<file path="config.mk">
export PLATFORM = sky130hd
export DESIGN_NAME = tsense_disp
export DESIGN_NICKNAME = d
export VERILOG_FILES = /design/src/rtl/tsense_pkg.sv /design/src/rtl/tsense_disp_seg7_decode.sv /design/src/rtl/tsense_disp.sv
export SDC_FILE = /design/constraint.sdc
export NUM_CORES = 1
export LEC_CHECK = 0
export CAP_MARGIN = 20
export CORE_ASPECT_RATIO = 1.5
export CORE_UTILIZATION = 57
export DETAILED_ROUTE_END_ITERATION = 16
export GPL_TIMING_DRIVEN = 0
export PLACE_DENSITY_LB_ADDON = 0.2
export SYNTH_ARGS = -nofsm -noshare
export SYNTH_HDL_FRONTEND = slang
export SYNTH_SLANG_ARGS = --single-unit
</file>
<file path="constraint.sdc">
create_clock -name SYSCLK -period 2.5 [get_ports SYSCLK]
set_input_delay 0.5 -clock SYSCLK [delete_from_list [all_inputs] [get_ports SYSCLK]]
set_output_delay 0.5 -clock SYSCLK [all_outputs]
set_load 0.05 [all_outputs]
</file>
<file path="src/rtl/tsense_pkg.sv">
// tsense_pkg -- shared definitions for the LM07 temperature display.
//   FSM state encoding, 4-bit glyph codes, active-low 7-segment patterns
//   ({g,f,e,d,c,b,a}), digit-select codes and the double-dabble adjust step.
package tsense_pkg;

   typedef logic [3:0] glyph_t;

   localparam logic [1:0] ST_IDLE  = 2'd0;
   localparam logic [1:0] ST_LOAD  = 2'd1;
   localparam logic [1:0] ST_SHIFT = 2'd2;
   localparam logic [1:0] ST_DONE  = 2'd3;

   // Glyph codes 0-9 are the digit values themselves.
   localparam glyph_t G_MINUS = 4'hA;
   localparam glyph_t G_BLANK = 4'hF;

   localparam logic [6:0] SEG_0     = 7'h40;
   localparam logic [6:0] SEG_1     = 7'h79;
   localparam logic [6:0] SEG_2     = 7'h24;
   localparam logic [6:0] SEG_3     = 7'h30;
   localparam logic [6:0] SEG_4     = 7'h19;
   localparam logic [6:0] SEG_5     = 7'h12;
   localparam logic [6:0] SEG_6     = 7'h02;
   localparam logic [6:0] SEG_7     = 7'h78;
   localparam logic [6:0] SEG_8     = 7'h00;
   localparam logic [6:0] SEG_9     = 7'h10;
   localparam logic [6:0] SEG_MINUS = 7'h3F;
   localparam logic [6:0] SEG_BLANK = 7'h7F;

   localparam logic [1:0] DISP_UNITS = 2'b10;
   localparam logic [1:0] DISP_TENS  = 2'b01;
   localparam logic [1:0] DISP_NONE  = 2'b11;

   // Double-dabble correction applied to each BCD nibble before a shift.
   function automatic logic [3:0] dabble_adj(input logic [3:0] n);
      return (n >= 4'd5) ? n + 4'd3 : n;
   endfunction

endpackage

</file>
<file path="src/rtl/tsense_disp_seg7_decode.sv">
// seg7_decode -- combinational glyph to active-low segment decoder.
//   glyph : 4-bit glyph code (0-9, G_MINUS, G_BLANK)
//   seg   : active-low segments {g,f,e,d,c,b,a}; unknown codes are blank
module seg7_decode
   import tsense_pkg::*;
(
   input  logic [3:0] glyph,
   output logic [6:0] seg
);

   always_comb begin
      seg = SEG_BLANK;
      case (glyph)
         4'd0:    seg = SEG_0;
         4'd1:    seg = SEG_1;
         4'd2:    seg = SEG_2;
         4'd3:    seg = SEG_3;
         4'd4:    seg = SEG_4;
         4'd5:    seg = SEG_5;
         4'd6:    seg = SEG_6;
         4'd7:    seg = SEG_7;
         4'd8:    seg = SEG_8;
         4'd9:    seg = SEG_9;
         G_MINUS: seg = SEG_MINUS;
         default: seg = SEG_BLANK;
      endcase
   end

endmodule

</file>
<file path="src/rtl/tsense_disp.sv">
// tsense_disp -- two-digit multiplexed 7-segment display of an LM07 reading.
//   SYSCLK  : system clock, rising edge
//   RSTN    : synchronous active-low reset
//   TEMP    : raw LM07 word, signed temperature in [15:3], 0.0625 C/LSB
//   TVALID  : one-cycle strobe qualifying TEMP (ignored while BUSY)
//   disp    : active-low digit select, 10 = units, 01 = tens, 11 = none
//   dataSeg : active-low segments {dp,g,f,e,d,c,b,a} for the selected digit
//   OVR     : displayed value is outside -9..99
//   BUSY    : conversion in progress (LOAD, SHIFT, DONE)
module tsense_disp
   import tsense_pkg::*;
#(
   parameter int REFRESH_DIV = 25000
) (
   input  logic        SYSCLK,
   input  logic        RSTN,
   input  logic [15:0] TEMP,
   input  logic        TVALID,
   output logic [1:0]  disp,
   output logic [7:0]  dataSeg,
   output logic        OVR,
   output logic        BUSY
);

   localparam int PW = (REFRESH_DIV > 1) ? $clog2(REFRESH_DIV) : 1;
   localparam logic [PW-1:0] PRESC_MAX = PW'(REFRESH_DIV - 1);

   logic [PW-1:0] presc;
   logic [1:0]    state;
   logic [9:0]    temp_q;     // TEMP[15:6]: integer degrees plus half-degree bit
   logic          neg_q;
   logic          oor_q;
   logic [6:0]    bin_q;
   logic [7:0]    bcd_q;
   logic [2:0]    cnt_q;
   glyph_t        tens_q;
   glyph_t        units_q;
   logic          dp_q;
   logic          blank_q;

   logic          unused_lsbs;
   assign unused_lsbs = ^TEMP[5:0];

   // Scan: leaving reset, the units digit is selected with the prescaler held
   // at 0, so every selection lasts exactly REFRESH_DIV cycles.
   always_ff @(posedge SYSCLK) begin
      if (!RSTN) begin
         presc <= '0;
         disp  <= DISP_NONE;
      end else if (disp == DISP_NONE) begin
         presc <= '0;
         disp  <= DISP_UNITS;
      end else if (presc == PRESC_MAX) begin
         presc <= '0;
         disp  <= ~disp;
      end else begin
         presc <= presc + 1'b1;
      end
   end

   // Sign, magnitude and range of the captured reading.
   logic [8:0] deg;
   logic [8:0] mag9;
   logic       deg_neg;
   logic       deg_oor;
   logic [7:0] bcd_adj;

   always_comb begin
      deg     = temp_q[9:1];
      deg_neg = deg[8];
      mag9    = deg_neg ? (9'd0 - deg) : deg;
      deg_oor = deg_neg ? (mag9 > 9'd9) : (mag9 > 9'd99);
      bcd_adj = {dabble_adj(bcd_q[7:4]), dabble_adj(bcd_q[3:0])};
   end

   always_ff @(posedge SYSCLK) begin
      if (!RSTN) begin
         state   <= ST_IDLE;
         temp_q  <= '0;
         neg_q   <= 1'b0;
         oor_q   <= 1'b0;
         bin_q   <= '0;
         bcd_q   <= '0;
         cnt_q   <= '0;
         tens_q  <= G_BLANK;
         units_q <= G_BLANK;
         dp_q    <= 1'b0;
         OVR     <= 1'b0;
         blank_q <= 1'b1;
      end else begin
         case (state)
            ST_IDLE: begin
               if (TVALID) begin
                  temp_q <= TEMP[15:6];
                  state  <= ST_LOAD;
               end
            end
            ST_LOAD: begin
               neg_q <= deg_neg;
               oor_q <= deg_oor;
               bin_q <= mag9[6:0];
               bcd_q <= '0;
               cnt_q <= '0;
               state <= ST_SHIFT;
            end
            ST_SHIFT: begin
               bcd_q <= {bcd_adj[6:0], bin_q[6]};
               bin_q <= {bin_q[5:0], 1'b0};
               cnt_q <= cnt_q + 3'd1;
               if (cnt_q == 3'd6) state <= ST_DONE;
            end
            default: begin
               OVR     <= oor_q;
               blank_q <= 1'b0;
               dp_q    <= temp_q[0] & ~oor_q;
               if (oor_q) begin
                  tens_q  <= G_MINUS;
                  units_q <= G_MINUS;
               end else if (neg_q) begin
                  tens_q  <= G_MINUS;
                  units_q <= bcd_q[3:0];
               end else begin
                  tens_q  <= (bcd_q[7:4] == 4'd0) ? G_BLANK : bcd_q[7:4];
                  units_q <= bcd_q[3:0];
               end
               state <= ST_IDLE;
            end
         endcase
      end
   end

   assign BUSY = (state != ST_IDLE);

   // Single decoder shared by both digits through the select mux.
   glyph_t     glyph_sel;
   logic [6:0] seg;
   logic       dp_n;

   always_comb begin
      glyph_sel = G_BLANK;
      if (!blank_q) begin
         if (disp == DISP_UNITS)     glyph_sel = units_q;
         else if (disp == DISP_TENS) glyph_sel = tens_q;
      end
      dp_n = ~((disp == DISP_UNITS) & dp_q & ~blank_q);
   end

   seg7_decode u_seg7 (
      .glyph (glyph_sel),
      .seg   (seg)
   );

   assign dataSeg = {dp_n, seg};

endmodule

</file>
placement.png
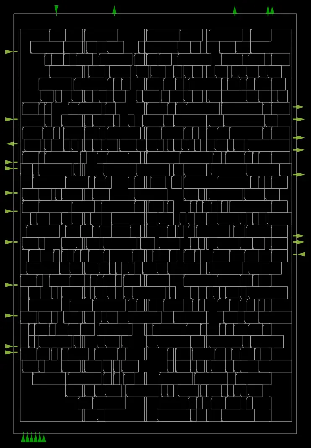
Flop Count: 60
Rows: 32
Tapcells: 68

sizes.png
(4 px per um)
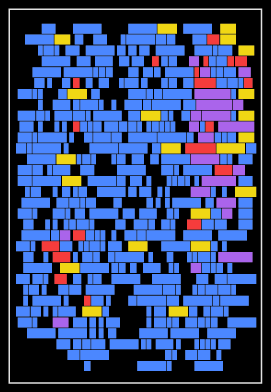
Key: red = _2 cells [cells 19]; purple = _3 and _4 cells [cells 21]; blue = _0 and _1 cells [cells 357]; yellow = _6 and larger [cells 21]

==> results_dict.tcl <==
# collected from the flow reports
set metrics [dict create \
    outcome "complete, but fails checks" \
    violations "negative setup slack" \
    drv_cap 0 \
    clock_power_share 0.282 \
    comb_share 0.4923 \
    diodes 0 \
    setup_tns_ps -636.1 \
    min_period_over_period 1.048 \
    seq_share 0.3159 \
    p_total_mw 2.860 \
    yosysTopAreaCell "dfxtp_1" \
    ir_drop_mv 0.7496 \
    largest_register_ff_count 15 \
    cp_num_buf_inv 2 \
    setup_viol 7 \
    p_seq_mw 1.16 \
    ys_types 53 \
    final_util 0.7302 \
    grt.met1_usage 0.2423 \
    worst_slack_ps -121.2 \
    grt_pass1_wl_mm 11.62 \
    swShare 0.3580 \
    ctsLongestPathBuffers 2 \
    grt_max_degree 11 \
    ys_cells 373 \
    holdPathStages 1 \
    grt_setup_unrepaired "yes" \
    path_max_fanout 5 \
    wl_met3_um 211 \
    required_ps 2000 \
    clkSinkCount 60 \
    largest-register "presc" \
    leakagePower_nw 1.435 \
    antenna_found_initial 0 \
    flop_cell "dfxtp_1" \
    hpwl_mm 4.675 \
    worstHoldPathType "flip-flop to flip-flop" \
    syn_area_um2 3152 \
    worst-r2r-cell-count 7 \
    stdcell_area_um2 3830 \
    p_int_mw 1.836 \
]
